run_1/cell_classes.png
The bar under the picture is 20 um long.
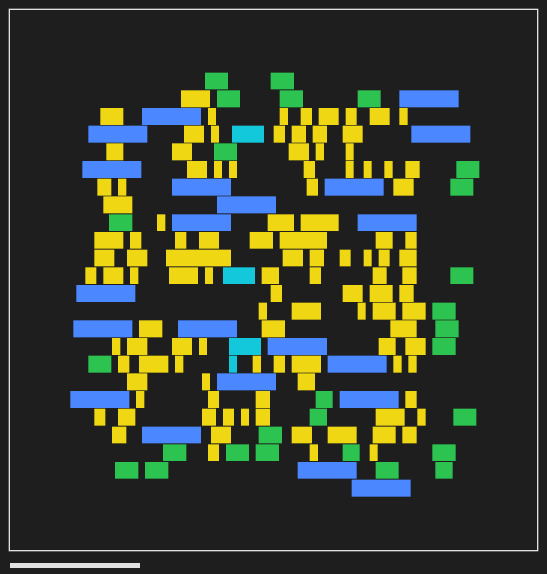
run_1/clock_map.png
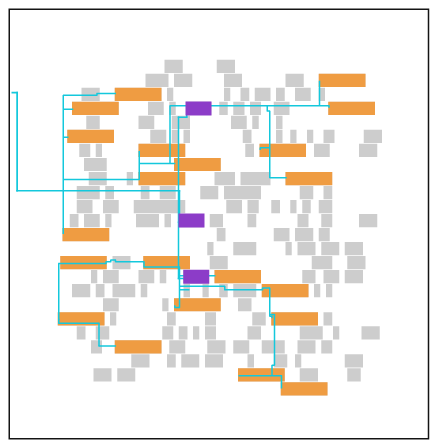
run_1/final_clocks.png
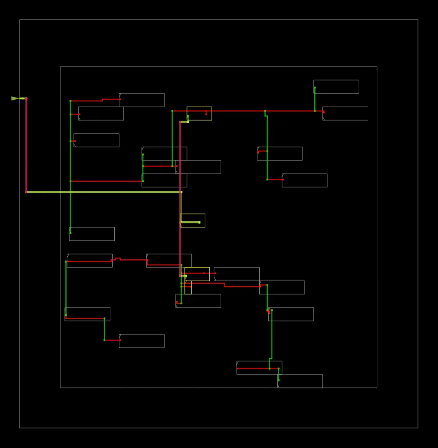
$ cat src/rtl/neuron_pkg.sv
// rtl/neuron_pkg.sv - shared types and default sizing for the neuron sequencer
package neuron_pkg;

    typedef enum logic [2:0] {
        ST_IDLE    = 3'd0,
        ST_LOAD    = 3'd1,
        ST_THRESH  = 3'd2,
        ST_COMPUTE = 3'd3,
        ST_DRAIN   = 3'd4,
        ST_OUTPUT  = 3'd5
    } state_t;

    localparam int DEF_DEPTH     = 64;
    localparam int DEF_N_NEURONS = 4;
    localparam int DEF_ACC_PIPE  = 2;

    function automatic int max1(input int v);
        return (v < 1) ? 1 : v;
    endfunction

endpackage

$ cat src/rtl/ne_wrap_counter.sv
// rtl/ne_wrap_counter.sv - up counter 0..MAX with enable, synchronous clear and terminal flag
module ne_wrap_counter #(
    parameter int MAX = 1,
    parameter int W   = 1
) (
    input  logic         clk,
    input  logic         rst_n,
    input  logic         en,
    input  logic         clr,
    output logic [W-1:0] cnt,
    output logic         term
);

    localparam logic [W-1:0] MAX_V = W'(MAX);

    logic [W-1:0] cnt_q;
    logic [W-1:0] cnt_d;

    always_comb begin
        term  = (cnt_q == MAX_V);
        cnt_d = cnt_q;
        if (clr) begin
            cnt_d = '0;
        end else if (en) begin
            cnt_d = term ? '0 : cnt_q + W'(1);
        end
    end

    always_ff @(posedge clk or negedge rst_n) begin
        if (!rst_n) begin
            cnt_q <= '0;
        end else begin
            cnt_q <= cnt_d;
        end
    end

    assign cnt = cnt_q;

endmodule

$ cat src/rtl/neuron_seq_ctrl.sv
// rtl/neuron_seq_ctrl.sv - load / threshold / compute / drain / output sequencer for the neural engine
module neuron_seq_ctrl
    import neuron_pkg::*;
#(
    parameter int DEPTH     = DEF_DEPTH,
    parameter int N_NEURONS = DEF_N_NEURONS,
    parameter int ACC_PIPE  = DEF_ACC_PIPE,
    localparam int PTR_W    = $clog2(DEPTH),
    localparam int NIDX_W   = max1($clog2(N_NEURONS))
) (
    input  logic              clk,
    input  logic              rst_n,
    input  logic              chip_sel,
    input  logic              wr_en,
    input  logic              threshold_ready,
    input  logic              out_ready,
    output logic              rst_mem,
    output logic              mul_mem_en,
    output logic              ac_mem_en,
    output logic [PTR_W-1:0]  wr_data_ptr,
    output logic [PTR_W-1:0]  rd_data_ptr,
    output logic [NIDX_W-1:0] neuron_idx,
    output logic              out_valid,
    output logic              busy,
    output logic              done
);

    localparam int DRAIN_MAX = (ACC_PIPE > 0) ? ACC_PIPE - 1 : 0;

    state_t state_q;
    state_t state_d;

    logic       abort;
    logic       wr_inc, rd_inc, drain_inc, nidx_inc;
    logic       wr_term, rd_term, drain_term, nidx_term;
    logic [3:0] unused_drain_cnt;

    ne_wrap_counter #(.MAX(DEPTH - 1), .W(PTR_W)) u_wr_ptr (
        .clk(clk), .rst_n(rst_n), .en(wr_inc), .clr(abort),
        .cnt(wr_data_ptr), .term(wr_term)
    );

    ne_wrap_counter #(.MAX(DEPTH - 1), .W(PTR_W)) u_rd_ptr (
        .clk(clk), .rst_n(rst_n), .en(rd_inc), .clr(abort),
        .cnt(rd_data_ptr), .term(rd_term)
    );

    ne_wrap_counter #(.MAX(DRAIN_MAX), .W(4)) u_drain (
        .clk(clk), .rst_n(rst_n), .en(drain_inc), .clr(abort),
        .cnt(unused_drain_cnt), .term(drain_term)
    );

    ne_wrap_counter #(.MAX(N_NEURONS - 1), .W(NIDX_W)) u_nidx (
        .clk(clk), .rst_n(rst_n), .en(nidx_inc), .clr(abort),
        .cnt(neuron_idx), .term(nidx_term)
    );

    always_ff @(posedge clk or negedge rst_n) begin
        if (!rst_n) begin
            state_q <= ST_IDLE;
        end else begin
            state_q <= state_d;
        end
    end

    // Losing chip_sel outranks every other transition, including the final handshake.
    always_comb begin
        state_d = state_q;
        if (state_q != ST_IDLE && !chip_sel) begin
            state_d = ST_IDLE;
        end else begin
            case (state_q)
                ST_IDLE:    if (chip_sel && wr_en)  state_d = ST_LOAD;
                ST_LOAD:    if (wr_en && wr_term)   state_d = ST_THRESH;
                ST_THRESH:  if (threshold_ready)    state_d = ST_COMPUTE;
                ST_COMPUTE: if (rd_term)            state_d = (ACC_PIPE == 0) ? ST_OUTPUT : ST_DRAIN;
                ST_DRAIN:   if (drain_term)         state_d = ST_OUTPUT;
                ST_OUTPUT:  if (out_ready)          state_d = nidx_term ? ST_IDLE : ST_THRESH;
                default:                            state_d = ST_IDLE;
            endcase
        end
    end

    always_comb begin
        abort      = (state_q != ST_IDLE) && !chip_sel;
        wr_inc     = (state_q == ST_LOAD) && wr_en && !abort;
        rd_inc     = (state_q == ST_COMPUTE) && !abort;
        drain_inc  = (state_q == ST_DRAIN) && !abort;
        nidx_inc   = (state_q == ST_OUTPUT) && out_ready && !abort;
        mul_mem_en = (state_q == ST_COMPUTE);
        ac_mem_en  = (state_q == ST_COMPUTE);
        out_valid  = (state_q == ST_OUTPUT);
        busy       = (state_q != ST_IDLE);
        done       = nidx_inc && nidx_term;
        // The start term is input-driven, so hold it off while reset is asserted.
        rst_mem    = (rst_n && (state_q == ST_IDLE) && chip_sel && wr_en) || nidx_inc;
    end

endmodule

$ cat config.mk
export PLATFORM = sky130hd
export DESIGN_NAME = neuron_seq_ctrl
export DESIGN_NICKNAME = d
export VERILOG_FILES = /design/src/rtl/neuron_pkg.sv /design/src/rtl/ne_wrap_counter.sv /design/src/rtl/neuron_seq_ctrl.sv
export SDC_FILE = /design/constraint.sdc
export NUM_CORES = 1
export LEC_CHECK = 0
export CELL_PAD_IN_SITES_DETAIL_PLACEMENT = 1
export CELL_PAD_IN_SITES_GLOBAL_PLACEMENT = 2
export CORE_AREA = 8 8 73 75
export DETAILED_ROUTE_END_ITERATION = 8
export DIE_AREA = 0 0 81 83
export PLACE_DENSITY_LB_ADDON = 0.1
export SYNTH_ARGS = -nofsm -noshare
export SYNTH_HDL_FRONTEND = slang
export SYNTH_SLANG_ARGS = --single-unit
$ cat constraint.sdc
create_clock -name clk -period 4.3 [get_ports clk]
set_clock_uncertainty 0.2 [all_clocks]
set_input_delay 0.43 -clock clk [delete_from_list [all_inputs] [get_ports clk]]
set_output_delay 0.43 -clock clk [all_outputs]
set_load 0.1 [all_outputs]
==> flow_summary.ini, run 1 <==
; implementation run metrics
[final_timing]
maxSlewHeadroom_pct = 34.28
finalHoldViolations = 0
worst_pin_slew_ns = 0.9827
rsz0062_at_grt = no
fin_crit_sh_pct = 70.83
fin_crit_ns = 3.046
tns_ns = 0
max_freq_mhz = 328.3

[floorplan]
fp-row-count = 24
die_h_um = 83
dieArea_um2 = 6723
coreArea_um2 = 4204

[cts]
cts_hold_buf = 0
cts_tree = built
clkTransAtPathRegs_ns = 0.08
htreeDepth = 1
ctsLongestPathBuffers = 2

[global_routing]
grt_pass1_wl_um = 5830
met1_usage_pct = 13.53
use_met2_pct = 17.01
grt_use_met3_pct = 2.802
grt_pass1_vias = 1176

[final_layout]
fin_area_um2 = 1697
num_antenna_cells = 0
area_delta_synth_final_pct = 23.39
fill_cells = 490
drive_above_1_share_pct = 11.59
flop_area_um2 = 525.5

[routing]
drc = 0
postRouteAntennaNets = 0
vias = 1157

[yosys]
syn_area_um2 = 1375
synth-seq-area-share_pct = 38.22
top_cell_area_share_pct = 38.22
syn_inst = 140
ys.flop_type = dfrtp_1
yosysUniqueCellTypes = 52
yosysTopAreaCell = dfrtp_1
floorplan.nets = 151
ys_warn_count = 0

[worst_setup_path]
critical_path.cell_chain = nand3b_4, inv_2, clkdlybuf4s50_1
worstSetupPathType = reg2out
critPathMaxFanout = 14

[job]
warnings = 27

[placement]
placed_area_um2 = 1652
gp_congestion = 0.7445
dp_hpwl_um = 2600

[worst_hold_path]
hold_class = in2async

[outcome]
outcome = finished, final reports clean
Notes on cell_classes.png above:
Key: yellow = all other logic [cells 112]; blue = flip-flops [cells 21]; cyan = clock drivers and dummy loads [cells 4]; green = other buffers and delay cells [cells 27]

Notes on clock_map.png above:
Key: purple = cells driving clock nets [count 3]; cyan = clock wires [length 351 um]; orange = flip-flops [count 21]
There are 4 routed clock nets.
clock share of power: 12.9%
clock latency on the worst-skew pair: 0.26 ns
clock group total power: 135 uW

Notes on final_clocks.png above:
Flops: 21
CTS sink cnt: 21
CLK BUF: 4

[run 1: sequential cells by signal, summed over array words and instances (netlist names)]
register and cells:
u_wr_ptr.cnt 6, u_nidx.cnt 2, u_rd_ptr.cnt 6, u_drain.cnt 4
state_q 3
[run 1: synthesized netlist by cell type, types with 2 or more instances]
| master | instances |
|---|---|
| o22ai_1 | 2 |
| a22o_1 | 2 |
| o21ai_1 | 2 |
| xor2_1 | 3 |
| dfrtp_1 | 21 |
| mux2i_1 | 4 |
| nor3b_1 | 2 |
| xnor2_1 | 3 |
| nor2_1 | 8 |
| inv_1 | 4 |
| buf_6 | 2 |
| a21oi_1 | 7 |
| nand3_1 | 8 |
| a311oi_1 | 2 |
| nand3b_1 | 4 |
| nand2_1 | 17 |
| buf_4 | 3 |
| a41oi_1 | 2 |
| ha_1 | 5 |
| nand2b_1 | 3 |
| o21ai_0 | 3 |
| nand4_1 | 3 |
[run 1: cells by family after synthesis]
kind of cell             Yosys count  share of synthesized area [%]
adder cells (fa/ha/maj)            5                          4.550
AND-OR/OR-AND                     30                          17.29
multiplexers                       5                          3.731
AND/OR/NAND/NOR                   61                          27.12
buffers and inverters             12                          5.276
flip-flops                        21                          38.22
XOR/XNOR                           6                          3.822
[run 1: through the flow]
step                total power [mW]  util [%]  hold slack [ns]  instances
floorplan                     0.7923         -         -0.06559        140
global placement              0.9095     39.29           0.3120        212
detailed placement            0.9173     39.29           0.3236        212
CTS                            1.057     40.36           0.3318        216
global route                   1.110     40.36           0.3490        216
finish                         1.042     40.36           0.3181        216
[run 1: report_power, final]
part,switching (mW),internal [mW],leakage (nW)
logic,0.403,0.180,0.414
clock network,0.0688,0.0662,0.0228
registers,0.0821,0.242,0.280
total,0.554,0.488,0.716
[run 1: metal layers]
metal	up-vias	routed length (um)	share of wire (%)
met5	-	0	0
met3	5	188	5.3
met1	573	1556	44
li1	558	-	-
met4	0	50	1.4
met2	21	1720	49
[run 1: layout by cell type, fill, tap and decap left out, types with 5 or more instances in the layout]
cell type | synthesis | layout
nor2_1 | 8 | 8
nand3_1 | 8 | 8
a21oi_1 | 7 | 7
dfrtp_1 | 21 | 21
ha_1 | 5 | 5
clkdlybuf4s50_1 | 0 | 23
nand2_1 | 17 | 17
[run 1: final cells by class]
| cell class | instances | share of cell area, % |
|---|---|---|
| Clock buffer | 4 | 2.655 |
| Timing Repair Buffer | 27 | 15.34 |
| Sequential cell | 21 | 30.97 |
| Tap cell | 52 | 3.835 |
| Inverter | 5 | 1.106 |
| Multi-Input combinational cell | 107 | 46.09 |
[run 1: final timing paths]
path | startpoint | end | cells past startpoint
max | state_q[0] | mul_mem_en | 3
max reg2reg | state_q[1] | u_drain.cnt[1] | 5
min | rst_n | u_nidx.cnt[1] | 2
min in group clk | u_drain.cnt[2] | u_drain.cnt[2] | 1
min reg2reg | u_drain.cnt[2] | u_drain.cnt[2] | 1
max in group asynchronous | rst_n | u_rd_ptr.cnt[4] | 2
run_1/met1.png
Supply wires on this layer in gray.
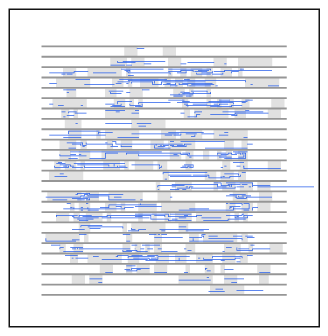

--- run 2 (diff from run 1) ---
- CORE_AREA: 8 8 73 75 -> 8 8 75 77
- DIE_AREA: 0 0 81 83 -> 0 0 83 85
- clock period: 4.3 -> 2.85 ns (I/O delays scaled with it)
run_2/met1.png
Supply wires on this layer in gray.
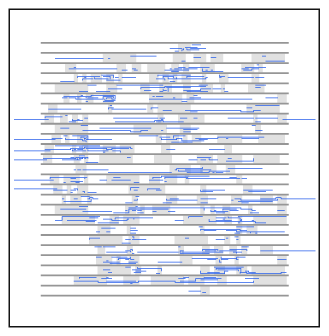
The layer carries 1,600 um of wire. The wires run mostly horizontal. The layer holds 45% of the routed length.
total wire length: 3538 um
DR vias: 1,156
M1 GR Usage: 11.79%

run_2/drive_strength.png
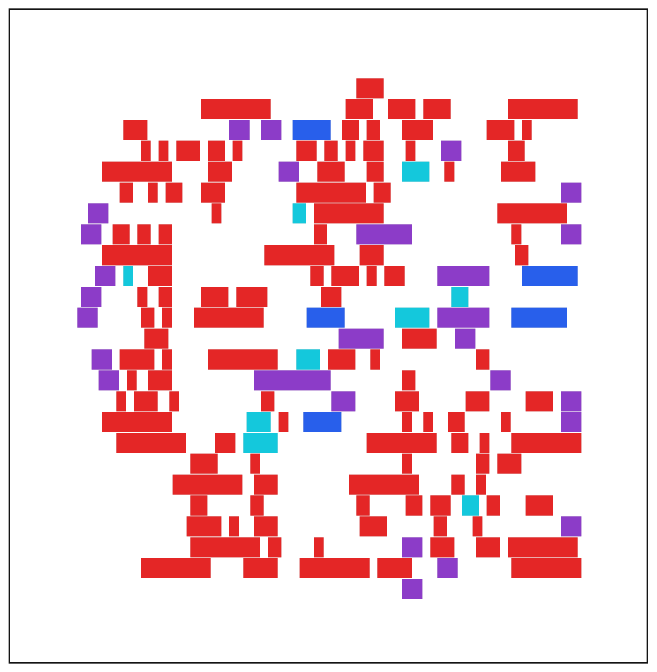
Key: red = drive 1 or less [cells 124, share 75%, most used dfrtp_1]; purple = drive 3 to 4 [cells 27, share 16%, most used buf_4]; blue = drive 6 and up [cells 5, share 3.0%, most used clkbuf_8]; cyan = drive 2 [cells 9, share 5.5%]

==> flow_summary.ini, run 2 <==
; implementation run metrics
[outcome]
outcome = finished, final reports clean

[cts]
insertion_delay_ns = 0.27
htreeDepth = 1
ctsLongestPathBuffers = 2
cts_tree = built
clock_sinks = 21
clkTransAtPathRegs_ns = 0.08

[pwr]
pwr-share-comb_pct = 55.8
switchingPower_uw = 847.4
pwr-share-clk_pct = 13.1
p_sw_share_pct = 53.92
p_total_mw = 1.572
intPower_uw = 724.2

[yosys]
synth-seq-area-share_pct = 38.22
avgSynthCellArea_um2 = 9.822
yosysUniqueCellTypes = 52
syn_area_um2 = 1375
floorplan.nets = 151
ys_warn_count = 0
ys.flop_type = dfrtp_1
top_cell_area_share_pct = 38.22
syn_inst = 140
yosysTopAreaCell = dfrtp_1
netlist_top_cells_count = dfrtp_1, nand2_1, nand3_1, nor2_1, a21oi_1

[final_timing]
worst_pin_slew_ns = 0.5015
max_freq_mhz = 421.0
fin_crit_sh_pct = 83.34
timing.hold.ws_ns = 0.2196
maxSlewHeadroom_pct = 66.57
finalHoldViolations = 0
tns_ns = 0
rsz0062_at_grt = no

[worst_setup_path]
worstRegToRegCells = 5
crit-reg2reg-launch = state_q[1]
reg2reg_to = u_drain.cnt[0]
critPathMaxFanout = 12

[floorplan]
coreArea_um2 = 4536
die_h_um = 85
fp-row-count = 25
dieArea_um2 = 7055

[final_layout]
area_delta_synth_final_pct = 24.11
final_core_util_pct = 37.63
mostFrequentLayoutCells = buf_4, dfrtp_1, nand2_1, nand3_1, nor2_1
fill_cells = 522
drive_above_1_share_pct = 24.85

[routing]
postRouteAntennaNets = 0

[global_routing]
grt_pass1_vias = 1229
grt_pass1_wl_um = 5968

[job]
warnings = 27

[placement]
gp_congestion = 0.6914
run_2/clock_map.png
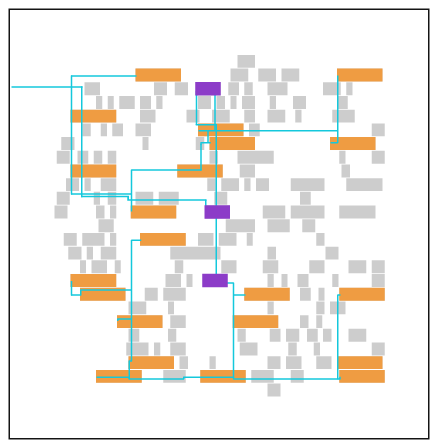
Key: cyan = clock wires [length 377 um]; purple = cells driving clock nets [count 3]; orange = flip-flops [count 21]
There are 4 routed clock nets.

==> run 2: cell counts after synthesis <==
Identical to the previous run, type by type.
==> run 2: per-stage QoR <==
step	cell area [um2]	cells	setup slack, ns
finish	1707	219	0.4747
global placement	1660	215	0.7741
detailed placement	1660	215	0.7487
global route	1707	219	0.3417
floorplan	1399	140	0.07942
CTS	1707	219	0.4251
==> run 2: cells by family (layout without fill, tap and decap cells) <==
| kind of cell | after synthesis | after routing | synth area share, % |
|---|---|---|---|
| simple gates | 61 | 61 | 27.12 |
| buf+inv | 12 | 37 | 5.276 |
| flops | 21 | 21 | 38.22 |
| xor+xnor | 6 | 6 | 3.822 |
| mux | 5 | 5 | 3.731 |
| compound gates | 30 | 30 | 17.29 |
| fa+ha+maj | 5 | 5 | 4.550 |
==> run 2: power groups by stage <==
stage               registers, mW  logic [mW]  clock network, mW
detailed placement          0.494       0.886                  0
CTS                         0.489       0.890              0.221
floorplan                   0.686       0.515                  0
finish                      0.489       0.877              0.206
global route                0.506       0.940              0.226
global placement            0.486       0.877                  0
==> run 2: critical path: stages, from the launching register on <==
cell,delay (ns)
dfrtp_1,0.54
nor3_4,0.49
nand3_1,0.20
a21boi_4,0.21
buf_12,0.19
==> run 2: worst max-delay path by stage <==
stage                     startpoint      end  slack [ns]  depth (start not counted)
after floorplan           state_q[1]     done        0.08                          4
after global placement    state_q[1]  rst_mem        0.77                          4
after detailed placement  state_q[0]     done        0.75                          4
after CTS                 state_q[0]     done        0.43                          4
after global routing      state_q[1]  rst_mem        0.34                          4
final                     state_q[1]  rst_mem        0.47                          4
==> run 2: per-layer routing <==
layer | GRT usage [%] | share of wire, % | vias to the layer above
li1 | - | - | 562
met3 | 2.395 | 3.3 | 5
met4 | 4.313 | 1.5 | 0
met1 | 11.79 | 45 | 569
met2 | 17.40 | 50 | 20
met5 | 0 | 0 | -
==> run 2: area by class of cell <==
| class | instances | area (um2) | area share, % |
|---|---|---|---|
| timing repair buffer | 28 | 247.7 | 14.52 |
| multi-input combinational | 107 | 800.8 | 46.92 |
| clock buffer | 3 | 41.29 | 2.419 |
| sequential | 21 | 525.5 | 30.79 |
| tap | 54 | 67.56 | 3.959 |
| inverter | 5 | 18.77 | 1.100 |
| clock inverter | 1 | 5.005 | 0.2933 |
Power figures rest on the tool's default switching activity, not on a simulated workload.
